### Signal wires on met1, run 1

The bar under the picture is 10 um long. Supply wires on this layer in gray.
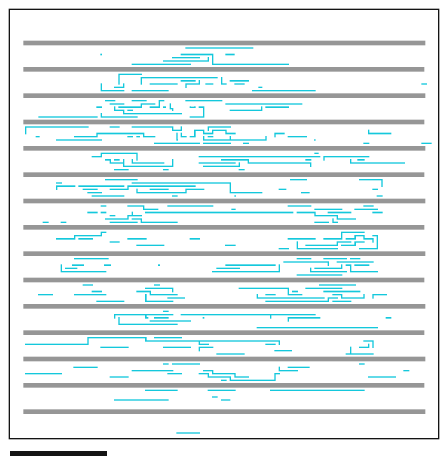
### Met2 routing, run 1

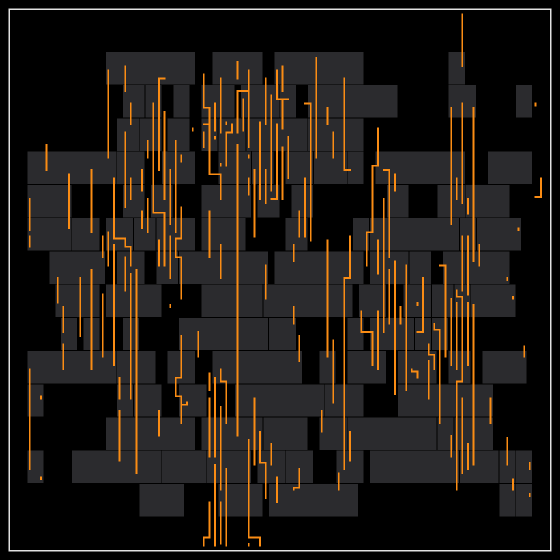
### Metal 3, run 1

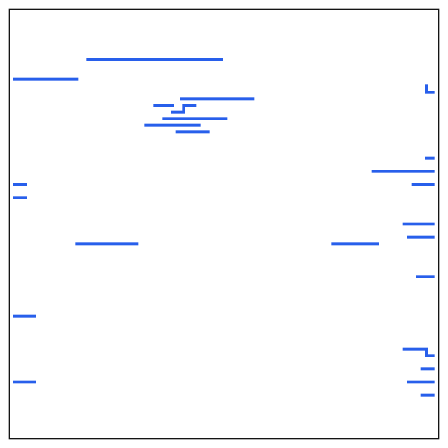
--- config.mk ---
export PLATFORM = sky130hd
export DESIGN_NAME = led_pattern_monitor
export DESIGN_NICKNAME = d
export VERILOG_FILES = /design/src/rtl/led_pattern_monitor.sv
export SDC_FILE = /design/constraint.sdc
export NUM_CORES = 1
export LEC_CHECK = 0
export CORE_UTILIZATION = 51
export CTS_BUF_LIST = sky130_fd_sc_hd__clkbuf_8 sky130_fd_sc_hd__clkbuf_16
export DETAILED_ROUTE_END_ITERATION = 7
export PLACE_DENSITY = 0.81
export RECOVER_POWER = 100
export SYNTH_ARGS = -nofsm -noshare
export SYNTH_HDL_FRONTEND = slang
export SYNTH_SLANG_ARGS = --single-unit
--- constraint.sdc ---
create_clock -name clk -period 2.89 [get_ports clk]
set_input_delay 0.4335 -clock clk [delete_from_list [all_inputs] [get_ports clk]]
set_output_delay 0.4335 -clock clk [all_outputs]
set_load 0.02 [all_outputs]
--- src/rtl/led_pattern_monitor.sv ---
// Watches a 4-bit LED bus for the S1->S2->S3 warning sequence; flags illegal patterns, illegal steps and stuck patterns.
// Outputs lag led by 1 clk (errors by 2); macro LED_MON_CYCLE_COUNT_EN builds the S3->S1 wrap counter.
module led_pattern_monitor #(
  parameter int unsigned MAX_TICKS = 4,
  parameter logic [3:0]  P_S1      = 4'b0000,
  parameter logic [3:0]  P_S2      = 4'b1100,
  parameter logic [3:0]  P_S3      = 4'b0011
) (
  input  logic       clk,
  input  logic       reset_n,
  input  logic       enable,
  input  logic       tick,
  input  logic       clear,
  input  logic [3:0] led,
  output logic [1:0] phase,
  output logic       phase_valid,
  output logic       seq_err,
  output logic       stuck_err,
  output logic [7:0] cycle_count
);

  localparam logic [7:0] LP_MAX_TICKS = MAX_TICKS[7:0];

  logic [3:0] r_led_q;
  logic [3:0] r_led_p;
  logic [7:0] r_dwell;
  logic       r_seq_err;
  logic       r_stuck_err;

  logic       w_chg;
  logic       w_legal_step;
  logic       w_seq_bad;
  logic       w_stuck_bad;

  always_comb begin
    phase       = 2'd3;
    phase_valid = 1'b0;
    if (r_led_q == P_S1) begin
      phase       = 2'd0;
      phase_valid = 1'b1;
    end else if (r_led_q == P_S2) begin
      phase       = 2'd1;
      phase_valid = 1'b1;
    end else if (r_led_q == P_S3) begin
      phase       = 2'd2;
      phase_valid = 1'b1;
    end
  end

  // Any move into S1 is legal: it is the sequencer's recovery path.
  assign w_chg        = (r_led_q != r_led_p);
  assign w_legal_step = (r_led_q == P_S1) ||
                        ((r_led_p == P_S1) && (r_led_q == P_S2)) ||
                        ((r_led_p == P_S2) && (r_led_q == P_S3));
  assign w_seq_bad    = !phase_valid || (w_chg && !w_legal_step);
  assign w_stuck_bad  = enable && (r_dwell > LP_MAX_TICKS);

  always_ff @(posedge clk) begin
    if (!reset_n) begin
      r_led_q     <= P_S1;
      r_led_p     <= P_S1;
      r_dwell     <= 8'd0;
      r_seq_err   <= 1'b0;
      r_stuck_err <= 1'b0;
    end else begin
      r_led_q <= led;
      r_led_p <= r_led_q;
      if (w_chg) begin
        r_dwell <= 8'd0;
      end else if (enable && tick && (r_dwell != 8'hFF)) begin
        r_dwell <= r_dwell + 8'd1;
      end
      // A new error in the same clk as clear keeps the flag set.
      r_seq_err   <= (r_seq_err && !clear) || w_seq_bad;
      r_stuck_err <= (r_stuck_err && !clear) || w_stuck_bad;
    end
  end

  assign seq_err   = r_seq_err;
  assign stuck_err = r_stuck_err;

`ifdef LED_MON_CYCLE_COUNT_EN
  logic [7:0] r_cycle_count;
  logic       w_wrap;

  assign w_wrap = w_chg && (r_led_p == P_S3) && (r_led_q == P_S1);

  always_ff @(posedge clk) begin
    if (!reset_n) begin
      r_cycle_count <= 8'd0;
    end else if (w_wrap && (r_cycle_count != 8'hFF)) begin
      r_cycle_count <= r_cycle_count + 8'd1;
    end
  end

  assign cycle_count = r_cycle_count;
`else
  assign cycle_count = 8'd0;
`endif

endmodule

==> out/qor.yml, run 1 <==
place:
  placedInstanceArea_um2: 1020
  dpl.hpwl_um: 1090
drt:
  final_antenna_net_count: 0
  drc_errors: 2
  dr_wl_met3_um: 90
  routedWlPerCell_um: 11.3
cells_and_area:
  nFlopsAndLatches: 18
  syn2layout_area_growth_pct: 17.1
  comb_share: 0.467
  largest_reg_flops: 8
  antenna_cells: 0
  largest-register: "r_dwell"
power_and_ir_drop:
  pg_seq_w: 0.000262
  combPwrFrac: 0.141
  sw_frac_of_total: 0.238
  leakagePower_nw: 0.410
  power_leader: "registers"
  power.total_w: 0.000498
synthesis:
  yosysTopAreaCell: "dfxtp_1"
  postSynthAreaPerCell_um2: 8.99
  ys_ff: 18
  synth.cell_area_um2: 908
  top_cell: "dfxtp_1"
  yosysChipArea_um2: 908
global_routing:
  busiest_layer: "met2"
  grt_max_degree: 11
  grtUsageMet2: 0.276
timing:
  setup-violations-final: 0
  finalSetupTns_ns: 0
  hold_violations: 0
status:
  status: "finished, violations left"
  violations: "design-rule violations"
setup_path:
  cp.arrival_ns: 1.76
  crit_slowest_cell: "dlygate4sd3_1"
  r2r_start: "r_led_q[3]"
die:
  num_io_pins: 22
clocking:
  numCtsBuffers: 3
Notes on 'Signal wires on met1' above:
- share of all routed wire: 46%
- nets with wire on the layer: 109
- wire length on this layer: 690 um
- main direction: horizontal
- longest straight run: 15.2 um
final WL: 1490 um
DR vias: 728
GR Layer Usage met1: 0.214

Notes on 'Met2 routing' above:
- main direction: vertical
- nets with wire on the layer: 111
- longest straight run: 23.8 um
- wire length on this layer: 689 um
- share of all routed wire: 46%

Notes on 'Metal 3' above:
- share of all routed wire: 6.1%
- nets with wire on the layer: 23
- main direction: horizontal
GRT met3 Usage: 0.0245

==> run 1: final timing paths <==
kind	to	slack [ns]	depth (start not counted)
setup / recovery	phase_valid	0.69	4
hold / removal	stuck_err	0.47	2
setup reg to reg	r_dwell[2]	1.46	4
hold reg to reg	stuck_err	0.47	2
==> run 1: kinds of logic after synthesis <==
family | Yosys count | share of synthesized area
simple gates | 45 | 0.304
flops | 18 | 0.397
compound gates | 16 | 0.116
buf+inv | 12 | 0.0826
xor+xnor | 6 | 0.0579
fa+ha+maj | 2 | 0.0275
other cells | 1 | 0.00413
mux | 1 | 0.0110
==> run 1: worst register-to-register path, stage by stage (launching register included) <==
cell	delay (ns)
dfxtp_1	0.36
xor2_1	0.20
nor4_4	0.31
nand2_1	0.25
nor3_1	0.24
### Wire density map, run 1

9 x 9 tiles, from dark blue (low) to red (high), scaled to the fullest tile. Values are wire area over tile area, all layers added.
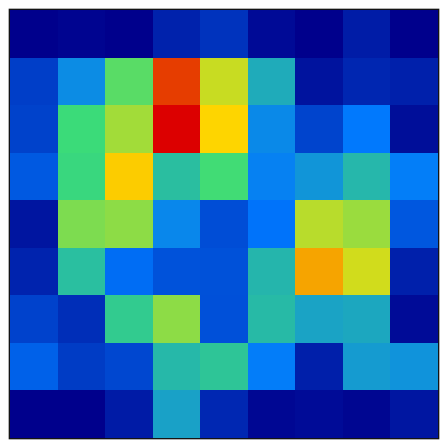

==> run 1 -> run 2 <==
--- a/config.mk
+++ b/config.mk
@@ -5,10 +5,10 @@
 export SDC_FILE = /design/constraint.sdc
 export NUM_CORES = 1
 export LEC_CHECK = 0
-export CORE_UTILIZATION = 51
+export CORE_UTILIZATION = 43
 export CTS_BUF_LIST = sky130_fd_sc_hd__clkbuf_8 sky130_fd_sc_hd__clkbuf_16
 export DETAILED_ROUTE_END_ITERATION = 7
-export PLACE_DENSITY = 0.81
+export PLACE_DENSITY = 0.73
 export RECOVER_POWER = 100
 export SYNTH_ARGS = -nofsm -noshare
 export SYNTH_HDL_FRONTEND = slang
==> constraint.sdc (replaced) <==
create_clock -name clk -period 1.9 [get_ports clk]
set_input_delay 0.285 -clock clk [delete_from_list [all_inputs] [get_ports clk]]
set_output_delay 0.285 -clock clk [all_outputs]
set_load 0.02 [all_outputs]
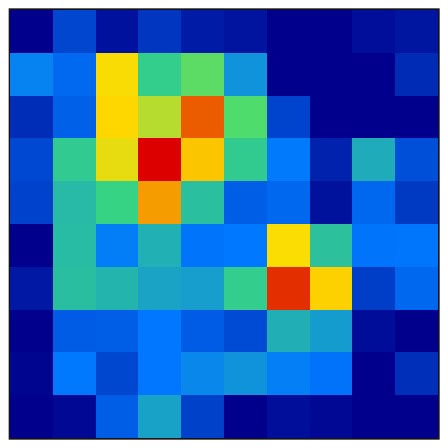
*Wire density map, run 2*
10 x 10 tiles, from dark blue (low) to red (high), scaled to the fullest tile. Values are wire area over tile area, all layers added.
- mean over tiles: 0.11
- fullest tile: 0.42
- tiles over half the peak: 13%
- emptiest ninth of the die: top right
- nearly empty tiles: 20%
- densest ninth of the die: middle

==> out/qor.yml, run 2 <==
power_and_ir_drop:
  sw_frac_of_total: 0.237
  internal-power_w: 0.000576
  p_comb_w: 0.000106
  p_clk_frac: 0.331
  combPwrFrac: 0.141
  power.total_w: 0.000755
  pg_seq_w: 0.000399
  power_leader: "registers"
  p_per_area_nw_per_um2: 702
  pg_clk_w: 0.000250
  leakagePower_nw: 0.413
clocking:
  holdBufCountCts: 0
  numCtsBuffers: 3
  cts.sinks: 18
  cts_root_buf: "clkbuf_8"
  cts_max_path_buffers: 2
synthesis:
  postSynthAreaPerCell_um2: 8.99
  ys_ff: 18
  synth.cell_area_um2: 908
  synth_stat.cells: 101
  top_area_frac: 0.397
  top_cell: "dfxtp_1"
  area_leaders: "dfxtp_1 (40%), and2_1 (7.6%), buf_4 (6.6%)"
  yosysWarnings: 0
  yosysTopAreaCell: "dfxtp_1"
  yosysChipArea_um2: 908
setup_path:
  cp.arrival_ns: 1.54
  r2r_start: "r_dwell[1]"
  cp-end-kind: "output pin"
  endpoint: "phase[0]"
  rr_worst_depth: 5
  criticalPathCategory: "flip-flop to output pin"
  cp_data_required_time_ns: 1.62
  r2r_setup_slack_ns: 0.41
  cp-start-kind: "flip-flop"
  path_max_fanout: 4
  rr_endpoint: "r_dwell[4]"
die:
  die.size.y_um: 48.0
  tapCellCount: 27
  num_io_pins: 22
  die_area_um2: 2300
  row_count: 16
place:
  dpl.hpwl_um: 1240
  placedInstanceArea_um2: 1050
  place.gp.congestion: 0.839
drt:
  vias: 707
  final_antenna_net_count: 0
  dr_wl_met3_um: 62
  dr.pass1.iters: 4
  viasPerCell: 4.91
  drt_wl_total_um: 1570
  top_layer: "met4"
  drc_errors: 0
  routedWlPerCell_um: 10.9
cells_and_area:
  largest_cell_class: "combinational gates"
  fin_nets: 130
  largest-register: "r_dwell"
  clock_area_frac: 0.0384
  fin_area_um2: 1080
  biggestRegsByFlops: "r_dwell (8), r_led_p (4), r_led_q (4)"
  lay_top_count: "dfxtp_1"
  syn2layout_area_growth_pct: 18.5
  largest_reg_flops: 8
  comb_share: 0.459
  seq_area_um2: 360
  stdcell_count: 144
  nFlopsAndLatches: 18
  buffers_excl_clock: 14
  seq_area_frac: 0.335
  antenna_cells: 0
global_routing:
  grtUsageMet3: 0.0340
  overflow: 0
  busiest_layer: "met2"
  grt_max_degree: 10
  use_met1: 0.185
  grtUsageMet2: 0.268
worst_hold_path:
  whs_endpoint: "stuck_err"
  holdPathStages: 2
timing:
  max_freq_mhz: 549
  finalSetupTns_ns: 0
  setup-violations-final: 0
  hold_ws_ns: 0.482
  hold_violations: 0
flow_run:
  max-cap-violations: 0
status:
  status: "complete, no violations"
[run 2: cell count changes in the layout (fill, tap and decap cells not counted), sizes merged]
| cell | before | now |
|---|---|---|
| clkbuf | 3 | 4 |
| clkdlybuf4s50 | 6 | 7 |
| dlygate4sd2 | 0 | 2 |
| dlygate4sd3 | 7 | 4 |
[run 2: cell families (layout without fill, tap and decap cells)]
logic type	Yosys count	after routing	share of synthesized area
fa+ha+maj	2	2	0.0275
compound gates	16	16	0.116
other cells	1	8	0.00413
mux	1	1	0.0110
simple gates	45	45	0.304
buf+inv	12	21	0.0826
flops	18	18	0.397
xor+xnor	6	6	0.0579
[run 2: worst max-delay path: stages, from the launching register on]
cell and delay [ns]:
dfxtp_1 0.34, and2_1 0.19, o21ai_0 0.14, clkdlybuf4s50_1 0.62
### Metal 3, run 2

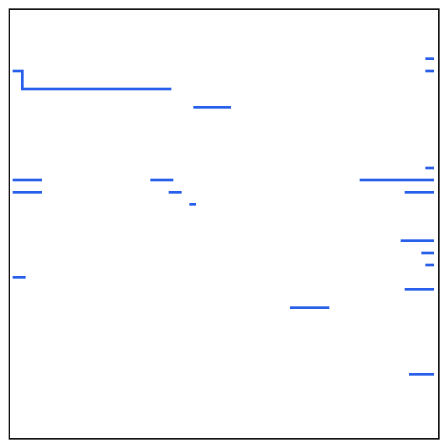

==> run 2 -> run 3 <==
--- a/config.mk
+++ b/config.mk
@@ -8,6 +8,7 @@
 export CORE_UTILIZATION = 43
 export CTS_BUF_LIST = sky130_fd_sc_hd__clkbuf_8 sky130_fd_sc_hd__clkbuf_16
 export DETAILED_ROUTE_END_ITERATION = 7
+export GPL_TIMING_DRIVEN = 0
 export PLACE_DENSITY = 0.73
 export RECOVER_POWER = 100
 export SYNTH_ARGS = -nofsm -noshare
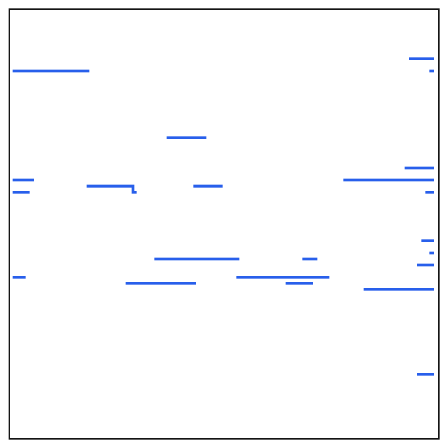
*Metal 3, run 3*
- main direction: horizontal
- wire length on this layer: 85.8 um
- nets with wire on the layer: 19
- share of all routed wire: 5.2%
final WL: 1650 um
GRT met3 Usage: 0.0453
DR vias: 758

==> out/qor.yml, run 3 <==
setup_path:
  crit_slowest_cell: "dfxtp_1"
  slowest_delay_ns: 0.35
  endpoint: "phase_valid"
  r2r_start: "r_led_q[3]"
  criticalPathCategory: "flip-flop to output pin"
  rr_worst_depth: 4
  r2r_setup_slack_ns: 0.31
  cp.arrival_ns: 1.45
  crit_chain: "and2_0 > o21ai_0 > nand2_1 > dlygate4sd2_1"
  path_delay_family: "flip-flops"
  cp-start-kind: "flip-flop"
  cp-end-kind: "output pin"
  critical_path_cell_count: 4
  cp_num_buf_inv: 1
  cp_data_required_time_ns: 1.62
  path_max_fanout: 5
synthesis:
  synth.cell_area_um2: 908
  synth_stat.cells: 101
  synth-adder-area-share: 0.0275
  ys_ff: 18
  simple_gate_share: 0.304
  synthTopLogicFamily: "simple AND/OR/NAND/NOR gates"
  yosysTopAreaCell: "dfxtp_1"
  postSynthAreaPerCell_um2: 8.99
  yosysChipArea_um2: 908
  top_cell: "dfxtp_1"
  top_area_frac: 0.397
  yosys.area_share.aoi: 0.116
  ys_sh_xor: 0.0579
clocking:
  post_cts.repair.setup_buffers: 0
  cts_root_buf: "clkbuf_8"
  cts.sinks: 18
  holdBufCountCts: 0
cells_and_area:
  biggestRegsByFlops: "r_dwell (8), r_led_p (4), r_led_q (4)"
  antenna_cells: 0
  fin_area_um2: 1120
  largest_reg_flops: 8
  syn2layout_area_growth_pct: 23.6
  largest-register: "r_dwell"
  stdcell_count: 152
  fin_nets: 137
drt:
  drc_errors: 0
  dr.pass1.iters: 4
  viasPerCell: 4.99
  final_antenna_net_count: 0
timing:
  finalSetupTns_ns: 0
  hold_violations: 0
  setup-violations-final: 0
  max_freq_mhz: 575
  hold_ws_ns: 0.471
die:
  num_io_pins: 22
  row_count: 16
  die_area_um2: 2300
  die.size.y_um: 48.0
place:
  placedInstanceArea_um2: 1100
  dpl.hpwl_um: 1230
power_and_ir_drop:
  leakagePower_nw: 0.457
  power.total_w: 0.000824
worst_hold_path:
  holdPathStages: 2
  whs_endpoint: "stuck_err"
status:
  status: "complete, no violations"
flow_run:
  max-cap-violations: 0
global_routing:
  grt_max_degree: 11
  overflow: 0
==> run 3: cell counts after synthesis <==
Identical to the previous run, type by type.
==> run 3: metal layers <==
metal  vias to the layer above  routed length (um)  GRT usage
met4                         0                  23     0.0667
met2                        28                 787      0.273
met1                       339                 747      0.210
met5                         -                   0          0
met3                         4                  85     0.0453
li1                        387                   -          -
==> run 3: final cells by class <==
| cell class | instances | area [um2] |
|---|---|---|
| tap | 27 | 33.8 |
| inverter | 4 | 15.0 |
| buffer | 8 | 60.1 |
| clock buffer | 4 | 55.1 |
| sequential | 18 | 360 |
| fill | 178 | 860 |
| timing repair buffer | 13 | 121 |
| multi-input combinational | 78 | 477 |
==> run 3: power breakdown <==
group | switching [W] | internal (W)
clock network | 0.000131 | 0.000184
logic | 0.0000581 | 0.0000523
registers | 0.00000969 | 0.000389

==> notes/layouts.md <==
Pictures saved along the way, in no particular order.

Routing congestion map.
picture 1
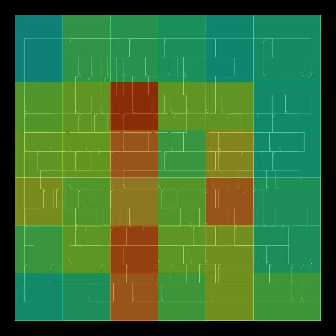
picture 2
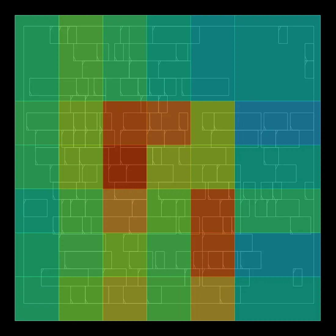
For run 2, see picture 2.
For run 1, see picture 1.
The one with the highest utilization is picture 1.

Power figures rest on the tool's default switching activity, not on a simulated workload.
